Fig. 1: the metal 1 layer
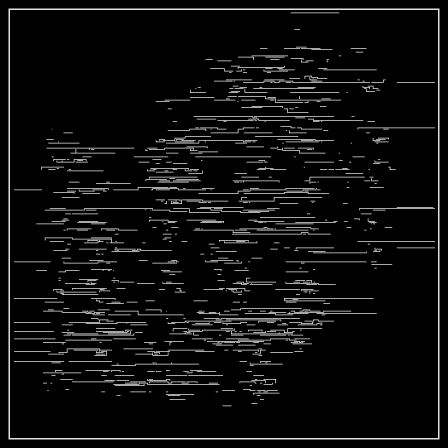
Fig. 2: the metal 2 layer
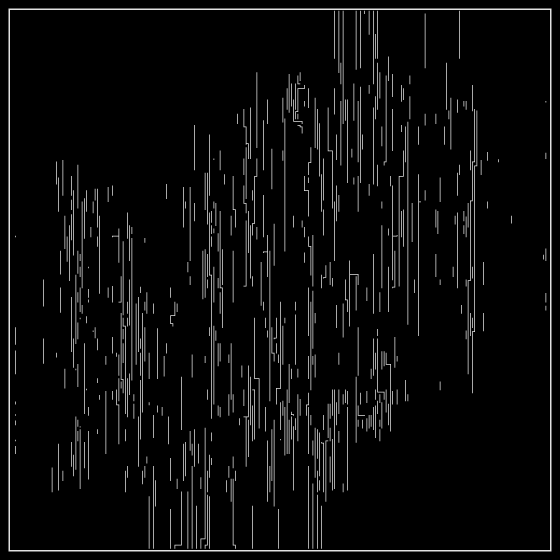
Fig. 3: the metal 3 layer
Scale bar: 20 um. Cells faint in the background.
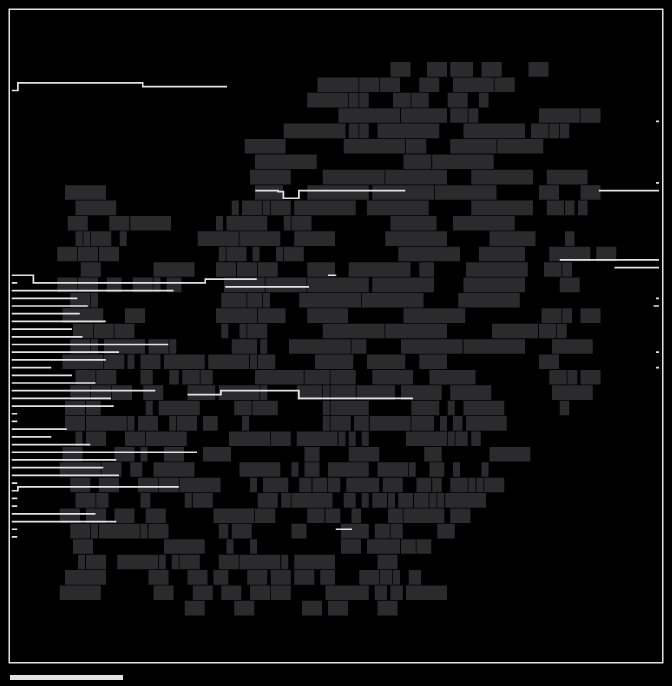
Fig. 4: sequential cells coloured by netlist name
Scale bar: 20 um. Other sequential cells in the stronger grey, the rest of the logic in the fainter grey.
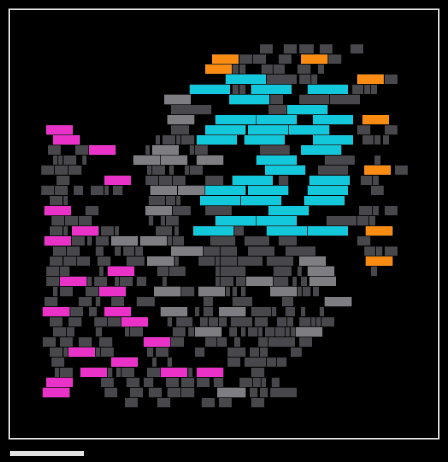
Fig. 5: routing congestion map
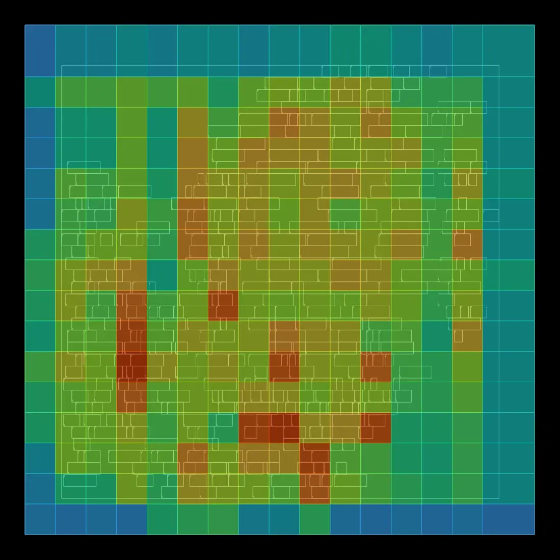
**config.mk**
```make
export PLATFORM = sky130hd
export DESIGN_NAME = keystream_cipher
export DESIGN_NICKNAME = d
export VERILOG_FILES = /design/src/rtl/keystream_cipher.sv
export SDC_FILE = /design/constraint.sdc
export NUM_CORES = 1
export LEC_CHECK = 0
export CORE_MARGIN = 8
export CORE_UTILIZATION = 35
export DETAILED_ROUTE_END_ITERATION = 7
export SLEW_MARGIN = 20
export SYNTH_ARGS = -nofsm -noshare
export SYNTH_HDL_FRONTEND = slang
export SYNTH_SLANG_ARGS = --single-unit
export TNS_END_PERCENT = 20
```
**constraint.sdc**
```tcl
create_clock -name clk -period 2.1 [get_ports clk]
set_input_delay 0.42 -clock clk [delete_from_list [all_inputs] [get_ports clk]]
set_output_delay 0.42 -clock clk [all_outputs]
set_load 0.05 [all_outputs]
```
**src/rtl/keystream_cipher.sv**
```systemverilog
// keystream_cipher
//  Downstream stage for three external LFSRs (5/7/9-bit). Latches a 21-bit key
//  that seeds the LFSRs, combines their output bits into one keystream bit per
//  clock, packs 8 bits per byte into a small FIFO and XORs a valid/ready byte
//  stream with it. Encryption and decryption are the same operation.
//
//  Optional feature macro: KS_MAJORITY_EN
//   defined     : combiner = majority(ks5_bit, ks7_bit, ks9_bit)
//   not defined : Geffe combiner (ks7 selects between ks5 and ks9)
module keystream_cipher #(
    parameter int KS_DEPTH = 4
) (
    input  logic        clk,
    input  logic        reset,
    input  logic        start,
    input  logic [20:0] key,
    output logic        lfsr_reset,
    output logic [4:0]  seed5,
    output logic [6:0]  seed7,
    output logic [8:0]  seed9,
    input  logic        ks5_bit,
    input  logic        ks7_bit,
    input  logic        ks9_bit,
    input  logic        in_valid,
    output logic        in_ready,
    input  logic [7:0]  in_data,
    output logic        out_valid,
    input  logic        out_ready,
    output logic [7:0]  out_data,
    output logic        running,
    output logic        key_err,
    output logic        ks_overflow
);

    localparam int PW = (KS_DEPTH > 1) ? $clog2(KS_DEPTH) : 1;
    localparam logic [PW:0] DEPTH_C = (PW+1)'(KS_DEPTH);

    typedef enum logic [1:0] {
        ST_IDLE = 2'd0,
        ST_LOAD = 2'd1,
        ST_RUN  = 2'd2
    } state_t;

    state_t      state_reg;
    logic [20:0] key_reg;
    logic        lfsr_reset_reg;
    logic        running_reg;
    logic        key_err_reg;
    logic        ks_overflow_reg;

    logic [7:0]  fifo_mem [KS_DEPTH];
    logic [PW-1:0] wr_ptr_reg;
    logic [PW-1:0] rd_ptr_reg;
    logic [PW:0] count_reg;

    logic [2:0]  pack_cnt_reg;
    logic [6:0]  pack_reg;

    logic        out_valid_reg;
    logic [7:0]  out_data_reg;

    logic        key_ok;
    logic        ks_bit;
    logic        sample;
    logic        push;
    logic        pop;
    logic        fifo_full;
    logic        fifo_empty;
    logic        push_ok;
    logic        push_drop;
    logic [7:0]  pack_byte;

    // Each key segment seeds one LFSR; an all-zero seed would lock that LFSR.
    assign key_ok = (|key[4:0]) & (|key[11:5]) & (|key[20:12]);

    // Keystream combiner
`ifdef KS_MAJORITY_EN
    assign ks_bit = (ks5_bit & ks7_bit) | (ks5_bit & ks9_bit) | (ks7_bit & ks9_bit);
`else
    assign ks_bit = (ks7_bit & ks5_bit) ^ (~ks7_bit & ks9_bit);
`endif

    assign fifo_full  = (count_reg == DEPTH_C);
    assign fifo_empty = (count_reg == '0);

    // A start pulse flushes the datapath, so nothing is sampled on that edge.
    assign sample    = running_reg & ~start;
    assign push      = sample & (pack_cnt_reg == 3'd7);
    assign pack_byte = {ks_bit, pack_reg};

    assign in_ready  = running_reg & ~fifo_empty & (~out_valid_reg | out_ready);
    assign pop       = in_valid & in_ready;

    // A full FIFO still accepts a push when the head is popped on the same edge.
    assign push_ok   = push & (~fifo_full | pop);
    assign push_drop = push & fifo_full & ~pop;

    assign lfsr_reset  = lfsr_reset_reg;
    assign seed5       = key_reg[4:0];
    assign seed7       = key_reg[11:5];
    assign seed9       = key_reg[20:12];
    assign running     = running_reg;
    assign key_err     = key_err_reg;
    assign ks_overflow = ks_overflow_reg;
    assign out_valid   = out_valid_reg;
    assign out_data    = out_data_reg;

    // Control FSM: key latch, LFSR seeding handshake and sticky status flags.
    always_ff @(posedge clk) begin
        if (reset) begin
            state_reg       <= ST_IDLE;
            key_reg         <= '0;
            lfsr_reset_reg  <= 1'b1;
            running_reg     <= 1'b0;
            key_err_reg     <= 1'b0;
            ks_overflow_reg <= 1'b0;
        end else if (start) begin
            key_reg        <= key;
            lfsr_reset_reg <= 1'b1;
            running_reg    <= 1'b0;
            if (key_ok) begin
                state_reg       <= ST_LOAD;
                key_err_reg     <= 1'b0;
                ks_overflow_reg <= 1'b0;
            end else begin
                state_reg   <= ST_IDLE;
                key_err_reg <= 1'b1;
            end
        end else begin
            case (state_reg)
                ST_LOAD: begin
                    // LFSRs load the seed on this edge; they free-run from now on.
                    state_reg      <= ST_RUN;
                    lfsr_reset_reg <= 1'b0;
                    running_reg    <= 1'b1;
                end
                ST_RUN: begin
                    state_reg <= ST_RUN;
                end
                default: begin
                    state_reg      <= ST_IDLE;
                    lfsr_reset_reg <= 1'b1;
                    running_reg    <= 1'b0;
                end
            endcase
            if (push_drop) begin
                ks_overflow_reg <= 1'b1;
            end
        end
    end

    // Bit packer: first sampled bit lands in bit 0 of the byte.
    always_ff @(posedge clk) begin
        if (reset || start) begin
            pack_cnt_reg <= '0;
            pack_reg     <= '0;
        end else if (sample) begin
            pack_cnt_reg <= pack_cnt_reg + 3'd1;
            pack_reg     <= {ks_bit, pack_reg[6:1]};
        end
    end

    // Keystream FIFO storage; no reset needed since pointers define validity.
    always_ff @(posedge clk) begin
        if (push_ok && !reset) begin
            fifo_mem[wr_ptr_reg] <= pack_byte;
        end
    end

    // FIFO pointers and occupancy.
    always_ff @(posedge clk) begin
        if (reset || start) begin
            wr_ptr_reg <= '0;
            rd_ptr_reg <= '0;
            count_reg  <= '0;
        end else begin
            if (push_ok) begin
                wr_ptr_reg <= wr_ptr_reg + 1'b1;
            end
            if (pop) begin
                rd_ptr_reg <= rd_ptr_reg + 1'b1;
            end
            case ({push_ok, pop})
                2'b10:   count_reg <= count_reg + 1'b1;
                2'b01:   count_reg <= count_reg - 1'b1;
                default: count_reg <= count_reg;
            endcase
        end
    end

    // Output register: XOR accepted byte with FIFO head; hold while stalled.
    always_ff @(posedge clk) begin
        if (reset || start) begin
            out_valid_reg <= 1'b0;
            out_data_reg  <= '0;
        end else if (pop) begin
            out_valid_reg <= 1'b1;
            out_data_reg  <= in_data ^ fifo_mem[rd_ptr_reg];
        end else if (out_ready) begin
            out_valid_reg <= 1'b0;
        end
    end

endmodule

```
==> impl_metrics.toml <==
# flow metrics
[timing]
finalCritPeriodShare_pct = 93.7
max_freq_mhz = 508
setup_violations = 0
rsz0062_at_grt = "no"
tns_ns = 0
fin_ws_ns = 0.133
slew_violations = 0
period_minus_slack_ns = 1.97

[floorplan]
ioPinCount = 72
core_mm2 = 0.00968
initial_utilization_pct = 35.6

[global_route]
first_global_vias = 2459
antenna_found_initial = 0
grt_pass1_wl_mm = 12.1
grtUsageMet3_pct = 5.78
gr-total-overflow = 0
grt_use_met1_pct = 13.5

[pwr]
power.share.sequential_pct = 53.3
p_switching_mw = 0.851
p_clk_mw = 1.23
power_density_mw_per_mm2 = 709
p_comb_mw = 0.326
peakVddDrop_v = 0.000288
p_leak_nw = 1.72
switching_share_pct = 25.5
clockPowerShare_pct = 36.9

[worst_setup_path]
path_cells = "clkdlybuf4s50_1 -> nor2b_1 -> buf_4 -> nor3_4 -> nand2_1 -> fa_1 -> o32a_1 -> mux2i_1"
critPathMaxFanout = 3
r2r_slack_ns = 0.18
crit_required_ns = 2.35
critPathBufInv = 2
crit_path_end_kind = "register"
path_depth = 8
arrival_ns = 2.21
cpMaxStageDelayCell = "clkdlybuf4s50_1"
crit_path_start = "out_ready"
cpLargestDelayFamily = "buffers and inverters"
critPathLaunchType = "primary input"

[layout]
sh_seq_area_pct = 43.9
antenna_cells = 0
final-clk-cell-share_pct = 4.55
n_fill_cell = 877
largest_class = "sequential cells"
n_all_inverters = 7
synthToLayoutAreaGrowth_pct = 36.6
lay_top_cells = "clkdlybuf4s50_1 (69), dfxtp_1 (53), nor2_1 (40)"
stdcell_count = 499
comb_area_share_pct = 28.7

[synthesis]
yosysChipArea_mm2 = 0.00344
synth_stat.cells = 277
synth_adder_area_share_pct = 3.49
synth_xor_xnor_area_share_pct = 2.80
synth_async_sr_flop_share_pct = 0
syn-mean-instance-area_um2 = 12.4
fp_nets = 323
mux_share_pct = 16.2
postSynthSeqShare_pct = 59.9
edf_count = 32
synthTopCellsByCount = "dfxtp_1 (55), nor2_1 (41), mux2i_1 (35), edfxtp_1 (32)"

[run]
tool_warnings = 31
drv_cap = 0

[route]
wl_met3_um = 650
vias = 2315
wl_met1_mm = 3.28
routed_wirelength_mm = 7.33
ant_nets = 0
drc_errors = 0
top_layer_used = "met4"

[cts]
cts_inserted_buffers = 9
htreeDepth = 3
cts_resized = 0
cts_tree = "built"
clock_latency_ns = 0.36
clockBufferDepth = 2

[run_status]
status = "complete, no violations"

[min_path]
hp-class = "reg2reg"
min_to = "lfsr_reset"
hold_depth = 2

[place]
dp_hpwl_mm = 5.42
About Fig. 1:
main direction: horizontal
wire length on this layer: 3280 um
share of all routed wire: 45%

About Fig. 2:
wire length on this layer: 3310 um
nets with wire on the layer: 354
main direction: vertical

About Fig. 3:
longest straight run: 32.4 um
wire length on this layer: 651 um
nets with wire on the layer: 46
main direction: horizontal

About Fig. 4:
legend:
  magenta:
    name_in_the_netlist: key_reg
    placed_flops: 21
  cyan:
    name_in_the_netlist: fifo_mem
    placed_flops: 32
  orange:
    name_in_the_netlist: out_data
    placed_flops: 8
not coloured: 26

About Fig. 5:
Wirelength per Cell: 14.7 um
GRT Resource Usage Total: 11.7%

